**src/rtl/servo_pkg.sv**
```systemverilog
// Shared constants and the default pose table for the servo pose controller.
// Default table: 4 poses x N_CH channels, each CNT_W bits, entry [p][ch] at (p*N_CH+ch)*CNT_W.
package servo_pkg;

  localparam int unsigned POSE_W        = 2;
  localparam int unsigned NUM_POSES     = 4;
  localparam int unsigned MAX_CH        = 8;
  localparam int unsigned MAX_W         = 32;
  localparam int unsigned EXTRA_CH_DUTY = 97500;
  localparam int unsigned TBL_MAX_W     = NUM_POSES * MAX_CH * MAX_W;
  localparam int unsigned TBL_IDX_W     = $clog2(TBL_MAX_W);

  // Base duties for ch0..ch2, packed as [p][ch] at (p*3+ch)*32.
  localparam logic [NUM_POSES*3*32-1:0] DEFAULT_FLAT = {
    32'd97500,  32'd97500,  32'd75000,
    32'd145000, 32'd50000,  32'd100000,
    32'd50000,  32'd50000,  32'd50000,
    32'd145000, 32'd145000, 32'd100000
  };

  function automatic logic [MAX_W-1:0] default_duty(input int unsigned p, input int unsigned ch);
    logic [MAX_W-1:0] duty;
    if (ch >= 3) begin
      duty = EXTRA_CH_DUTY;
    end else begin
      duty = MAX_W'(DEFAULT_FLAT >> ((p * 3 + ch) * 32));
    end
    return duty;
  endfunction

  function automatic logic [TBL_MAX_W-1:0] default_table(input int unsigned n_ch,
                                                          input int unsigned cnt_w);
    logic [TBL_MAX_W-1:0] tbl;
    logic [MAX_W-1:0]     duty;
    logic [TBL_IDX_W-1:0] idx;
    tbl = '0;
    for (int unsigned p = 0; p < NUM_POSES; p++) begin
      for (int unsigned ch = 0; ch < n_ch; ch++) begin
        duty = default_duty(p, ch);
        for (int unsigned b = 0; b < cnt_w; b++) begin
          idx      = TBL_IDX_W'((p * n_ch + ch) * cnt_w + b);
          tbl[idx] = duty[0];
          duty     = duty >> 1;
        end
      end
    end
    return tbl;
  endfunction

endpackage

```
**src/rtl/servo_ramp_ch.sv**
```systemverilog
// One servo channel: slews its duty toward the target once per frame and drives the
// registered PWM compare against the shared frame counter.
module servo_ramp_ch
  import servo_pkg::*;
#(
  parameter int unsigned      CNT_W    = 21,
  parameter int unsigned      STEP     = 2500,
  parameter logic [CNT_W-1:0] RST_DUTY = '0
) (
  input  logic             clk,
  input  logic             rst,
  input  logic             frame_end,
  input  logic [CNT_W-1:0] fcnt,
  input  logic [CNT_W-1:0] tgt,
  output logic             pwm,
  output logic             at_tgt
);

  localparam logic [CNT_W:0] StepC = (CNT_W + 1)'(STEP);

  logic [CNT_W-1:0] cur_q, cur_d;
  logic             pwm_q, pwm_d;
  logic [CNT_W:0]   diff;

  always_comb begin
    cur_d = cur_q;
    diff  = '0;
    if (frame_end) begin
      if (tgt >= cur_q) begin
        diff  = {1'b0, tgt} - {1'b0, cur_q};
        cur_d = (diff <= StepC) ? tgt : CNT_W'({1'b0, cur_q} + StepC);
      end else begin
        diff  = {1'b0, cur_q} - {1'b0, tgt};
        cur_d = (diff <= StepC) ? tgt : CNT_W'({1'b0, cur_q} - StepC);
      end
    end
  end

  // cur = PERIOD keeps the compare true on every count, so the pulse never gaps at the wrap.
  always_comb begin
    pwm_d  = (fcnt < cur_q);
    at_tgt = (cur_q == tgt);
  end

  always_ff @(posedge clk or posedge rst) begin
    if (rst) begin
      cur_q <= RST_DUTY;
      pwm_q <= 1'b0;
    end else begin
      cur_q <= cur_d;
      pwm_q <= pwm_d;
    end
  end

  assign pwm = pwm_q;

endmodule

```
**src/rtl/servo_pose_ctrl.sv**
```systemverilog
// Multi-channel servo pose controller: synchronised, debounced pose select feeding
// per-channel ramped PWM generators that share one frame counter.
module servo_pose_ctrl
  import servo_pkg::*;
#(
  parameter int unsigned N_CH       = 3,
  parameter int unsigned CNT_W      = 21,
  parameter int unsigned PERIOD     = 2000000,
  parameter int unsigned STEP       = 2500,
  parameter int unsigned STABLE_CYC = 1000000,
  parameter logic [NUM_POSES*N_CH*CNT_W-1:0] POSE_TABLE =
      (NUM_POSES * N_CH * CNT_W)'(default_table(N_CH, CNT_W))
) (
  input  logic              clk,
  input  logic              rst,
  input  logic              manual_on,
  input  logic [POSE_W-1:0] sw,
  input  logic [POSE_W-1:0] rpi,
  output logic [N_CH-1:0]   out,
  output logic [POSE_W-1:0] pose,
  output logic              settled
);

  localparam int unsigned     StabW    = $clog2(STABLE_CYC);
  localparam logic [StabW-1:0] StabMax = StabW'(STABLE_CYC - 1);
  localparam logic [CNT_W-1:0] PeriodC = CNT_W'(PERIOD);
  localparam logic [CNT_W-1:0] PeriodM1 = CNT_W'(PERIOD - 1);

  logic              manual_meta_q, manual_sync_q;
  logic [POSE_W-1:0] sw_meta_q, sw_sync_q, rpi_meta_q, rpi_sync_q;
  logic [POSE_W-1:0] code;

  always_ff @(posedge clk or posedge rst) begin
    if (rst) begin
      manual_meta_q <= 1'b0;
      manual_sync_q <= 1'b0;
      sw_meta_q     <= '0;
      sw_sync_q     <= '0;
      rpi_meta_q    <= '0;
      rpi_sync_q    <= '0;
    end else begin
      manual_meta_q <= manual_on;
      manual_sync_q <= manual_meta_q;
      sw_meta_q     <= sw;
      sw_sync_q     <= sw_meta_q;
      rpi_meta_q    <= rpi;
      rpi_sync_q    <= rpi_meta_q;
    end
  end

  assign code = manual_sync_q ? sw_sync_q : rpi_sync_q;

  logic [POSE_W-1:0] cand_q, cand_d, pose_q, pose_d;
  logic [StabW-1:0]  stab_q, stab_d;
  logic [CNT_W-1:0]  fcnt_q, fcnt_d;
  logic              frame_end;
  logic [N_CH-1:0]   at_tgt;
  logic              settled_q, settled_d;

  always_comb begin
    cand_d = cand_q;
    stab_d = stab_q;
    pose_d = pose_q;
    if (code != cand_q) begin
      cand_d = code;
      stab_d = '0;
    end else if (stab_q != StabMax) begin
      stab_d = stab_q + 1'b1;
    end
    // A code that flips on the accepting cycle was still stable for the full window.
    if (stab_q == StabMax) begin
      pose_d = cand_q;
    end
  end

  always_comb begin
    frame_end = (fcnt_q == PeriodM1);
    fcnt_d    = frame_end ? '0 : fcnt_q + 1'b1;
    settled_d = &at_tgt;
  end

  always_ff @(posedge clk or posedge rst) begin
    if (rst) begin
      cand_q    <= 2'b11;
      pose_q    <= 2'b11;
      stab_q    <= '0;
      fcnt_q    <= '0;
      settled_q <= 1'b1;
    end else begin
      cand_q    <= cand_d;
      pose_q    <= pose_d;
      stab_q    <= stab_d;
      fcnt_q    <= fcnt_d;
      settled_q <= settled_d;
    end
  end

  for (genvar ch = 0; ch < N_CH; ch++) begin : g_ch
    localparam int unsigned      RstOff  = ((NUM_POSES - 1) * N_CH + ch) * CNT_W;
    localparam logic [CNT_W-1:0] RstDuty = CNT_W'(POSE_TABLE >> RstOff);

    logic [CNT_W-1:0] raw;
    logic [CNT_W-1:0] tgt;

    always_comb begin
      raw = CNT_W'(POSE_TABLE >> ((32'(pose_q) * N_CH + ch) * CNT_W));
      tgt = (raw > PeriodC) ? PeriodC : raw;
    end

    servo_ramp_ch #(
      .CNT_W    (CNT_W),
      .STEP     (STEP),
      .RST_DUTY (RstDuty)
    ) u_ramp (
      .clk       (clk),
      .rst       (rst),
      .frame_end (frame_end),
      .fcnt      (fcnt_q),
      .tgt       (tgt),
      .pwm       (out[ch]),
      .at_tgt    (at_tgt[ch])
    );
  end

  assign pose    = pose_q;
  assign settled = settled_q;

endmodule

```
**config.mk**
```make
export PLATFORM = sky130hd
export DESIGN_NAME = servo_pose_ctrl
export DESIGN_NICKNAME = d
export VERILOG_FILES = /design/src/rtl/servo_pkg.sv /design/src/rtl/servo_ramp_ch.sv /design/src/rtl/servo_pose_ctrl.sv
export SDC_FILE = /design/constraint.sdc
export NUM_CORES = 1
export LEC_CHECK = 0
export CAP_MARGIN = 20
export CORE_ASPECT_RATIO = 0.75
export CORE_MARGIN = 5
export CORE_UTILIZATION = 54
export CTS_CLUSTER_SIZE = 12
export DETAILED_ROUTE_END_ITERATION = 6
export PLACE_DENSITY = 0.75
export SLEW_MARGIN = 10
export SYNTH_ARGS = -nofsm -noshare
export SYNTH_HDL_FRONTEND = slang
export SYNTH_HIERARCHICAL = 1
export SYNTH_SLANG_ARGS = --single-unit
export TNS_END_PERCENT = 10
```
**constraint.sdc**
```tcl
create_clock -name clk -period 13.1 [get_ports clk]
set_input_delay 1.31 -clock clk [delete_from_list [all_inputs] [get_ports clk]]
set_output_delay 1.31 -clock clk [all_outputs]
set_load 0.02 [all_outputs]
```
**Run 1: M1 wires**

Scale bar: 50 µm.
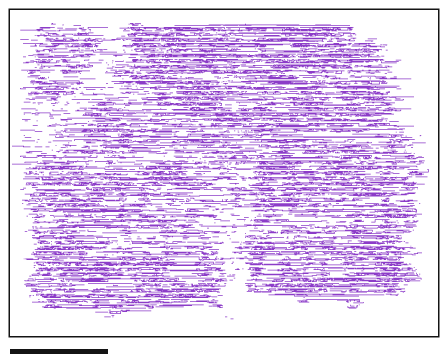
wire length on this layer = 25.5 mm
share of all routed wire = 45%
longest straight run = 127 µm

**Run 1: met2 routing**

Scale bar: 50 µm.
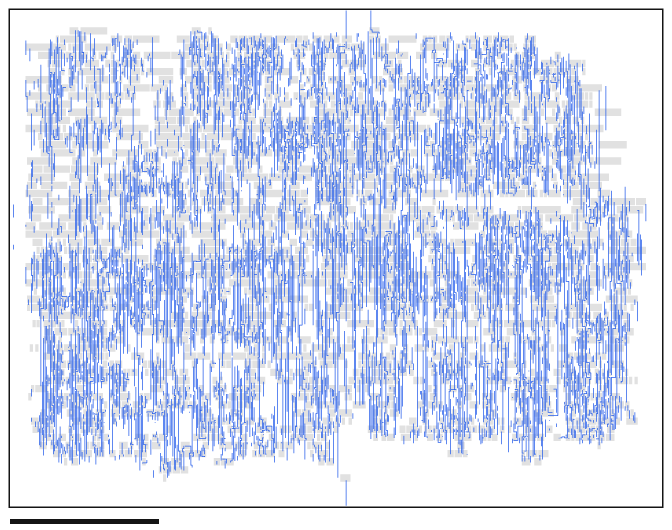
share of all routed wire = 41%
wire length on this layer = 23.4 mm
main direction = vertical
longest straight run = 52.4 µm
nets with wire on the layer = 2019
total wire length: 56900 µm
fraction of met2 tracks used by global routing: 42.7%

**Run 1: the metal 3 layer**

Scale bar: 50 µm.
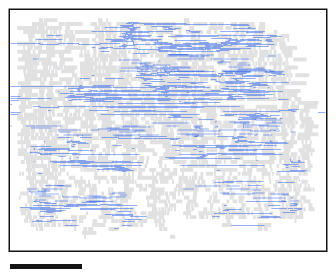
share of all routed wire = 12%
nets with wire on the layer = 355
wire length on this layer = 7050 µm

**Run 1: the metal 4 layer**

Scale bar: 50 µm.
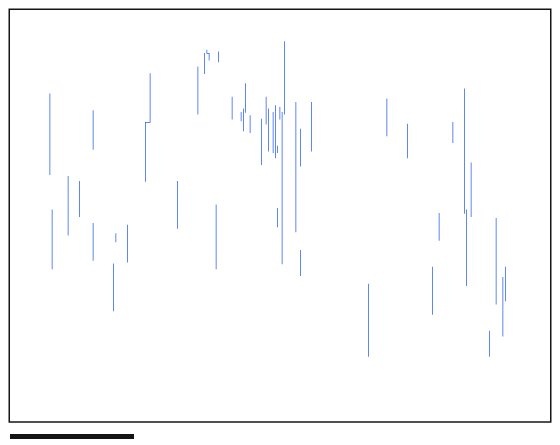
nets with wire on the layer = 39
wire length on this layer = 896 µm
main direction = vertical
share of all routed wire = 1.6%
longest straight run = 61.2 µm

==> results.sh, run 1 <==
# yosys + openroad results
export IMPL_run_status="finished clean"
export IMPL_grt_most_used_layer="met1"
export IMPL_antenna_cells=2
export IMPL_antenna_found_initial=1
export IMPL_required_ps=13420
export IMPL_detail_route_antenna_nets=0
export IMPL_fp_coreArea_um2=32200
export IMPL_yosys_most_used_dff="sky130_fd_sc_hd__dfrtp_1"
export IMPL_min_period_ps=6010
export IMPL_timing_final_hold_violations=0
export IMPL_grt_setup_unrepaired="false"
export IMPL_first_global_vias=16400
export IMPL_synth_cells=2287
export IMPL_wl_met2_um=23400
export IMPL_die_w_um=218
export IMPL_min_path_type="register to register"
export IMPL_stdcell_area_um2=18500
export IMPL_comb_cells=1940
export IMPL_signal_buffers=21
export IMPL_layout_area_seq_um2=3100
export IMPL_tap_cells=442
export IMPL_path_delay_family="simple AND/OR/NAND/NOR gates"
export IMPL_multiInputGateArea_um2=13400
export IMPL_power_per_cell_area_nw_per_um2=51.3
export IMPL_openroad_warnings=99
export IMPL_crit_slowest_cell="sky130_fd_sc_hd__or4_1"
export IMPL_drv_max_cap_violation_count=0
export IMPL_worstSkewPairLatency_ps=440
export IMPL_fp_util_pct=54.4
export IMPL_post_cts_setup_buffer_count=0
export IMPL_stdcell_count=2726
export IMPL_flops=122
export IMPL_syn_area_um2=17600
export IMPL_grt_first_pass_wirelength_um=90300
export IMPL_nNetsFinal=2478
export IMPL_worst_hold_slack_ps=348
export IMPL_worst_slew_margin_rel_pct=27.5
export IMPL_yosys_warnings=6
export IMPL_non_clock_buffer_area_share_pct=1.12
export IMPL_clockRootBuffer="sky130_fd_sc_hd__clkbuf_16"
export IMPL_biggest_area_class="multi-input combinational cells"
export IMPL_numPlacedInstances=2691
export IMPL_power_total_mw=0.948
export IMPL_start_kind="register"
export IMPL_yosysCellCount=2287
export IMPL_cts_num_sinks=122
export IMPL_setup_viol=0
export IMPL_timing_max_transition_violations_final=0
export IMPL_lay_top_cells="sky130_fd_sc_hd__a21oi_1, sky130_fd_sc_hd__ha_1, sky130_fd_sc_hd__nand2_1, sky130_fd_sc_hd__inv_1, sky130_fd_sc_hd__nor2_1"
export IMPL_inverters_excl_clock=167
export IMPL_worst_ir_drop_vdd_uv=87.7
export IMPL_yosysChipArea_um2=17600
export IMPL_cp_num_buf_inv=2
export IMPL_routedLengthMet1_um=25500
export IMPL_synth_async_reset_ratio_pct=100
export IMPL_number_of_fill_cells_in_the_layout=2989
export IMPL_worst_endpoint_arrival_ps=6340
export IMPL_fin_tns_setup_ps=0
export IMPL_timing_critical_path_fanout_max=19
export IMPL_final_worst_setup_slack_ps=7090
export IMPL_routed_via_count=18200
export IMPL_chip_area_um2=36200
export IMPL_global_route_usage_met1_pct=45.6
export IMPL_std_cell_rows=57
export IMPL_area_growth_synth_to_final_pct=5.30
export IMPL_detail_route_first_pass_iterations=6
export IMPL_worstSetupStartpoint="pose[0]$_DFFE_PP1N_"
export IMPL_clockBufferCount=20
export IMPL_p_leak_nw=8.11
export IMPL_clock_skew_final_ps=19.0
export IMPL_grt_max_degree=74
export IMPL_detail_route_iter0_violations=2625
export IMPL_grt_util_met3_pct=8.73
export IMPL_final_clk_cell_share_pct=3.18
export IMPL_gpl_final_weighted_congestion=1.00
export IMPL_seq_area_share_pct=16.8
export IMPL_portBuffers=12
export IMPL_most_used_logic_cell_in_the_final_layout="sky130_fd_sc_hd__a21oi_1"
export IMPL_fmax_ghz=0.166
export IMPL_postSynthAreaPerCell_um2=7.67
export IMPL_layout_drive_gt1_share_pct=7.36
export IMPL_clkTransAtPathRegs_ps=60
export IMPL_post_cts_hold_buffer_count=0
export IMPL_crit_type="register to register"
export IMPL_synth_seq_area_share_pct=17.6
export IMPL_worst_pin_slew_ps=1070
export IMPL_path_cells="inv_1, ha_1, or2_2, inv_1, ha_1, and4_1, o21a_1, o311ai_0, a211oi_1, a31oi_1, nand4_1, or4_1, nand2_1, o221ai_1, a221o_1"
export IMPL_drc=0
export IMPL_design_portCount=13
export IMPL_worstHoldStart="rpi_meta_q[1]$_DFF_PP0_"
export IMPL_wl_per_cell_um=20.9
export IMPL_cp_slowest_stage_delay_ps=910
export IMPL_ctsHtreeMaxLevel=4
export IMPL_worst_r2r_startpoint="pose[0]$_DFFE_PP1N_"
export IMPL_grtUsageTotal_pct=30.1
export IMPL_post_dp_cell_area_um2=17900
export IMPL_synthDistinctLibCells=111
export IMPL_tritoncts="done"
export IMPL_grt_overflow_total=0
export IMPL_cts_inserted_buffers=17
export IMPL_dp_worst_setup_slack_ps=7320
export IMPL_top_layer_used="met4"
export IMPL_finalCritPeriodShare_pct=45.9
export IMPL_final_util_pct=57.3
export IMPL_dp_hpwl_um=43000
export IMPL_met3_wirelength_um=7050
export IMPL_combAreaFraction_pct=72.5
export IMPL_critPathCaptureType="register"
export IMPL_number_of_enable_flip_flop_cells=0
export IMPL_detail_route_vias_per_cell=6.67
export IMPL_ys_seq_elements=122
export IMPL_cts_resized_gates=0
export IMPL_die_h_um=166
export IMPL_clockBufferDepth=2
==> run 1: state kept, by name (all words and copies together) (netlist names) <==
signal	flops
stab_q	20
sw_sync_q	2
rpi_sync_q	2
fcnt_q	21
manual_meta_q	1
g_ch.u_ramp/pwm	3
sw_meta_q	2
manual_sync_q	1
settled	1
pose	2
rpi_meta_q	2
g_ch.u_ramp/cur_q	63
cand_q	2
==> run 1: cells by family (layout without fill, tap and decap cells) <==
| group | count (synthesis) | in the layout | synth area share (%) |
|---|---|---|---|
| adder cells (fa/ha/maj) | 202 | 202 | 14.4 |
| XOR/XNOR | 78 | 78 | 3.89 |
| flip-flops | 122 | 122 | 17.6 |
| other | 2 | 58 | 0.0428 |
| AND/OR/NAND/NOR | 780 | 780 | 23.4 |
| buffers and inverters | 279 | 220 | 7.18 |
| multiplexers | 34 | 34 | 2.24 |
| AND-OR/OR-AND | 790 | 790 | 31.2 |
==> run 1: final timing paths <==
check | cells after the start | end | slack (ps)
worst max-delay path | 15 | g_ch[2].u_ramp/cur_q[8]$_DFFE_PP0P_ | 7090
worst min-delay path | 0 | rpi_sync_q[1]$_DFF_PP0_ | 350
worst max register to register | 15 | g_ch[2].u_ramp/cur_q[8]$_DFFE_PP0P_ | 7090
worst min register to register | 0 | rpi_sync_q[1]$_DFF_PP0_ | 350
max in group asynchronous | 2 | g_ch[1].u_ramp/pwm$_DFF_PP0_ | 10900
min in group asynchronous | 2 | g_ch[0].u_ramp/cur_q[1]$_DFFE_PP0P_ | 1400
==> run 1: worst register-to-register path: cells and delay by family, from the launching register on <==
family | cells | cell delay, ps
buffers and inverters | 2 | 260
AND-OR/OR-AND | 6 | 1670
AND/OR/NAND/NOR | 5 | 2450
flip-flops | 1 | 780
adder cells (fa/ha/maj) | 2 | 730
==> run 1: where the power goes <==
group / internal, mW / switching, mW
combinational: 0.0262 / 0.0558
sequential: 0.381 / 0.00208
clock: 0.287 / 0.196
total: 0.694 / 0.254
==> run 1: synth_stat cells, types with 25 or more instances <==
library cell,instances,area share (%)
sky130_fd_sc_hd__a21oi_1,219,6.2
sky130_fd_sc_hd__ha_1,202,14
sky130_fd_sc_hd__nand2_1,176,3.8
sky130_fd_sc_hd__inv_1,165,3.5
sky130_fd_sc_hd__nor2_1,152,3.3
sky130_fd_sc_hd__nand3_1,110,3.1
sky130_fd_sc_hd__o21ai_0,105,3.0
sky130_fd_sc_hd__dfrtp_1,87,12
sky130_fd_sc_hd__nor3_1,59,1.7
sky130_fd_sc_hd__nand4_1,57,2.0
sky130_fd_sc_hd__a21o_1,55,2.4
sky130_fd_sc_hd__clkbuf_1,52,1.1
sky130_fd_sc_hd__xnor2_1,46,2.3
sky130_fd_sc_hd__a31oi_1,40,1.4
sky130_fd_sc_hd__o21a_1,40,1.7
sky130_fd_sc_hd__a211oi_1,38,1.6
sky130_fd_sc_hd__o21ai_1,38,1.1
sky130_fd_sc_hd__dfstp_2,35,5.2
sky130_fd_sc_hd__buf_2,33,0.94
sky130_fd_sc_hd__xor2_1,32,1.6
sky130_fd_sc_hd__or3_1,30,1.1
sky130_fd_sc_hd__o211ai_1,29,1.2
sky130_fd_sc_hd__and3_1,26,0.93
sky130_fd_sc_hd__nand2b_1,25,0.89
**Run 1: congestion heat map**

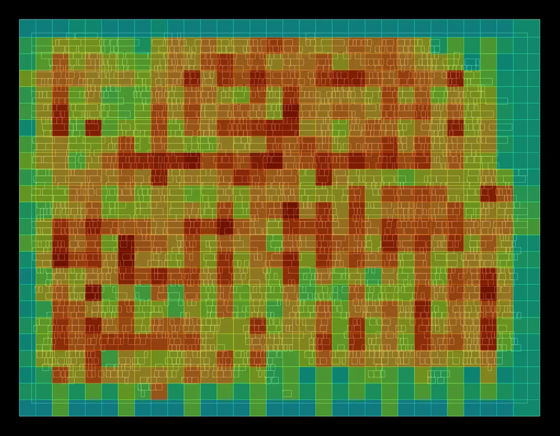

--- run 2 (diff from run 1) ---
Clock period 13.1 ns to 5.65 ns, I/O delays scaled along.
**Run 2: congestion heat map**

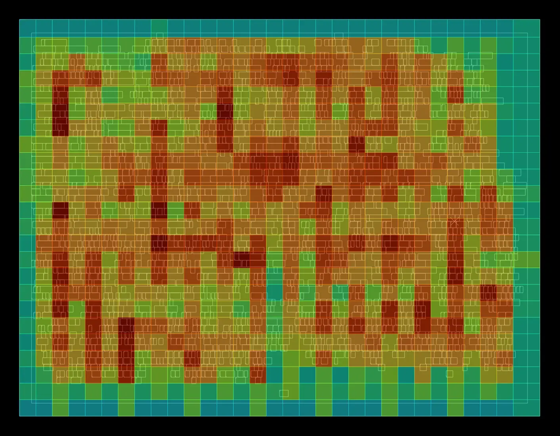
final core area utilization: 57.8%
mean routed wirelength per cell: 21.2 µm
gr busiest metal: met1
fraction of met2 tracks used by global routing: 44.3%
global-route track usage on met3: 8.15%

==> run 2 against run 1 <==
The flow now finishes with violations (DRC). Fmax rose by 10%. Clock skew fell by 9.0 ps. Design area rose by 0.88%. Routed wire length rose by 2.3%. Clock-buffer cell count fell by 1. Sequential power rose by 130%. Setup slack got worse by 6900 ps. Via count rose by 2.9%. First-iteration DRC count rose by 4.2%. Critical endpoint is now g_ch[0].u_ramp/cur_q[13]$_DFFE_PP1P_. Largest cell class unchanged.
==> results.sh, run 2 <==
# yosys + openroad results
export IMPL_synthTopCellsByCount="sky130_fd_sc_hd__a21oi_1, sky130_fd_sc_hd__ha_1, sky130_fd_sc_hd__nand2_1"
export IMPL_worst_pin_slew_ps=1010
export IMPL_routed_via_count=18700
export IMPL_worst_hold_slack_ps=347
export IMPL_yosys_most_used_dff="sky130_fd_sc_hd__dfrtp_1"
export IMPL_comb_power_share_pct=8.8
export IMPL_top_cells_by_area="sky130_fd_sc_hd__ha_1, sky130_fd_sc_hd__dfrtp_1, sky130_fd_sc_hd__a21oi_1"
export IMPL_fp_coreArea_um2=32200
export IMPL_timing_final_hold_violations=0
export IMPL_design_portCount=13
export IMPL_worst_slew_margin_rel_pct=32.8
export IMPL_yosys_warnings=6
export IMPL_cts_num_sinks=122
export IMPL_failed_checks="DRC"
export IMPL_openroad_warnings=99
export IMPL_critPathCaptureType="register"
export IMPL_yosysCellCount=2287
export IMPL_grt_first_pass_wirelength_um=92300
export IMPL_timing_max_transition_violations_final=0
export IMPL_required_ps=6020
export IMPL_fp_util_pct=54.4
export IMPL_tritoncts="done"
export IMPL_crit_type="register to register"
export IMPL_most_flop_heavy_register="g_ch.u_ramp/cur_q"
export IMPL_grt_overflow_total=0
export IMPL_grtUsageTotal_pct=30.7
export IMPL_worstSetupStartpoint="pose[0]$_DFFE_PP1N_"
export IMPL_yosysChipArea_um2=17600
export IMPL_layout_drive_gt1_share_pct=8.50
export IMPL_std_cell_rows=57
export IMPL_syn_area_um2=17600
export IMPL_detail_route_antenna_nets=0
export IMPL_detail_route_iter0_violations=2735
export IMPL_largestRegisters="g_ch.u_ramp/cur_q (63), fcnt_q (21), stab_q (20)"
export IMPL_first_global_vias=17100
export IMPL_number_of_enable_flip_flop_cells=0
export IMPL_dp_worst_setup_slack_ps=144
export IMPL_clockBufferDepth=2
export IMPL_detail_route_vias_per_cell=6.82
export IMPL_synth_async_reset_ratio_pct=100
export IMPL_post_cts_hold_buffer_count=0
export IMPL_start_kind="register"
export IMPL_chip_area_um2=36200
export IMPL_synth_seq_area_share_pct=17.6
export IMPL_total_wire_length_um=58200
export IMPL_dp_hpwl_um=44000
export IMPL_worstHoldStart="sw_meta_q[0]$_DFF_PP0_"
export IMPL_clockRootBuffer="sky130_fd_sc_hd__clkbuf_16"
export IMPL_yosys_area_top_type="sky130_fd_sc_hd__ha_1"
export IMPL_p_leak_nw=8.24
export IMPL_netSwitchingPower_mw=0.609
export IMPL_worst_ir_drop_vdd_uv=237
export IMPL_clock_skew_final_ps=10.0
export IMPL_power_frac_clock_pct=50.5
export IMPL_final_worst_setup_slack_ps=184
export IMPL_grt_max_degree=66
export IMPL_drc=1
export IMPL_drv_max_cap_violation_count=0
export IMPL_power_per_cell_area_nw_per_um2=117
export IMPL_largest_register_ff_count=63
export IMPL_netlist_area_leader_share_pct=14.4
export IMPL_timing_critical_path_fanout_max=12
export IMPL_run_status="complete, but fails checks"
export IMPL_netSwitchingFraction_pct=27.9
export IMPL_antenna_found_initial=0
export IMPL_min_path_type="register to register"
export IMPL_ctsHtreeMaxLevel=4
export IMPL_clkTransAtPathRegs_ps=60
export IMPL_post_cts_setup_buffer_count=0
export IMPL_min_period_ps=5470
export IMPL_die_w_um=218
export IMPL_detail_route_first_pass_iterations=7
export IMPL_setup_viol=0
export IMPL_die_h_um=166
export IMPL_finalCritPeriodShare_pct=96.7
export IMPL_synthDistinctLibCells=111
export IMPL_area_growth_synth_to_final_pct=6.22
export IMPL_fmax_ghz=0.183
export IMPL_cts_inserted_buffers=17
export IMPL_internal_power_mw=1.57
export IMPL_worstSkewPairLatency_ps=440
export IMPL_nNetsFinal=2501
export IMPL_antenna_cells=0
export IMPL_worst_r2r_startpoint="pose[0]$_DFFE_PP1N_"
export IMPL_portBuffers=12
export IMPL_grt_setup_unrepaired="false"
export IMPL_fin_tns_setup_ps=0
export IMPL_power_sequential_fraction_pct=40.7
export IMPL_postSynthAreaPerCell_um2=7.67
export IMPL_worst_endpoint_arrival_ps=5830
export IMPL_lay_top_cells="sky130_fd_sc_hd__a21oi_1, sky130_fd_sc_hd__ha_1, sky130_fd_sc_hd__nand2_1, sky130_fd_sc_hd__inv_1, sky130_fd_sc_hd__nor2_1"
export IMPL_most_used_logic_cell_in_the_final_layout="sky130_fd_sc_hd__a21oi_1"
export IMPL_gpl_final_weighted_congestion=1.01
export IMPL_yosys_cell_count_top_type="sky130_fd_sc_hd__a21oi_1"
export IMPL_synth_cells=2287
export IMPL_ys_seq_elements=122
-- run 2: stage by stage --
stage | power (mW) | std cells | cell area [µm²]
after CTS | 2.19 | 2746 | 18600
final | 2.18 | 2747 | 18600
after floorplan | 1.04 | 2341 | 17800
after detailed placement | 1.09 | 2714 | 18000
after global placement | 1.08 | 2714 | 18000
after global routing | 2.26 | 2747 | 18600
-- run 2: power by group through the flow --
stage | Sequential, mW | Clock (mW) | Combinational, mW
3_3_place_gp | 0.902 | 0 | 0.178
4_1_cts | 0.888 | 1.12 | 0.184
3_5_place_dp | 0.903 | 0 | 0.183
5_1_grt | 0.888 | 1.16 | 0.210
6_report | 0.888 | 1.10 | 0.192
2_1_floorplan | 0.901 | 0 | 0.139
-- run 2: path summary, 6_finish.rpt --
check                                                       endpoint  slack, ps  cells after the start
min in group asynchronous        g_ch[0].u_ramp/cur_q[1]$_DFFE_PP0P_        680                      2
max in group asynchronous       g_ch[2].u_ramp/cur_q[19]$_DFFE_PP0P_       4150                      2
worst max register to register  g_ch[0].u_ramp/cur_q[13]$_DFFE_PP1P_        180                     16
worst min register to register                sw_sync_q[0]$_DFF_PP0_        350                      0
worst min-delay path                          sw_sync_q[0]$_DFF_PP0_        350                      0
worst max-delay path            g_ch[0].u_ramp/cur_q[13]$_DFFE_PP1P_        180                     16
-- run 2: per-layer routing --
layer / GRT usage [%] / part of all wire (%) / vias to the layer above
met4: 6.39 / 2.0 / 0
met2: 44.3 / 41 / 1161
li1: - / - / 8513
met1: 45.9 / 44 / 8911
met5: 0 / 0 / -
met3: 8.15 / 12 / 136
-- run 2: timing repair --
item,4_1_cts,5_1_grt
gates resized,0,7
hold endpoints to repair,0,0
setup endpoints to repair,0,45
-- run 2: kinds of logic after synthesis --
kind of cell             share of synthesized area (%)
other                                           0.0428
buffers and inverters                             7.18
XOR/XNOR                                          3.89
AND/OR/NAND/NOR                                   23.4
AND-OR/OR-AND                                     31.2
flip-flops                                        17.6
multiplexers                                      2.24
adder cells (fa/ha/maj)                           14.4
-- run 2: layout make-up --
class	count	area, µm²
fill	2998	13600
sequential	122	3100
multi-input combinational	1940	13400
timing repair buffer	44	368
clock buffer	19	443
tap	442	553
clock inverter	13	134
inverter	167	627
-- run 2: critical path, stage by stage (launching register included) --
cell and delay [ps]:
sky130_fd_sc_hd__dfstp_2 670, sky130_fd_sc_hd__buf_4 230, sky130_fd_sc_hd__ha_1 530, sky130_fd_sc_hd__buf_4 250, sky130_fd_sc_hd__inv_1 50, sky130_fd_sc_hd__ha_1 500
sky130_fd_sc_hd__nand2_1 250, sky130_fd_sc_hd__or3_1 500, sky130_fd_sc_hd__or2_1 270, sky130_fd_sc_hd__o211ai_1 180, sky130_fd_sc_hd__xor2_1 160, sky130_fd_sc_hd__a2111oi_4 410
sky130_fd_sc_hd__nand4_4 250, sky130_fd_sc_hd__o21ai_4 380, sky130_fd_sc_hd__buf_4 300, sky130_fd_sc_hd__o22ai_1 130, sky130_fd_sc_hd__a221o_1 320
Power and IR drop assume default switching activity.
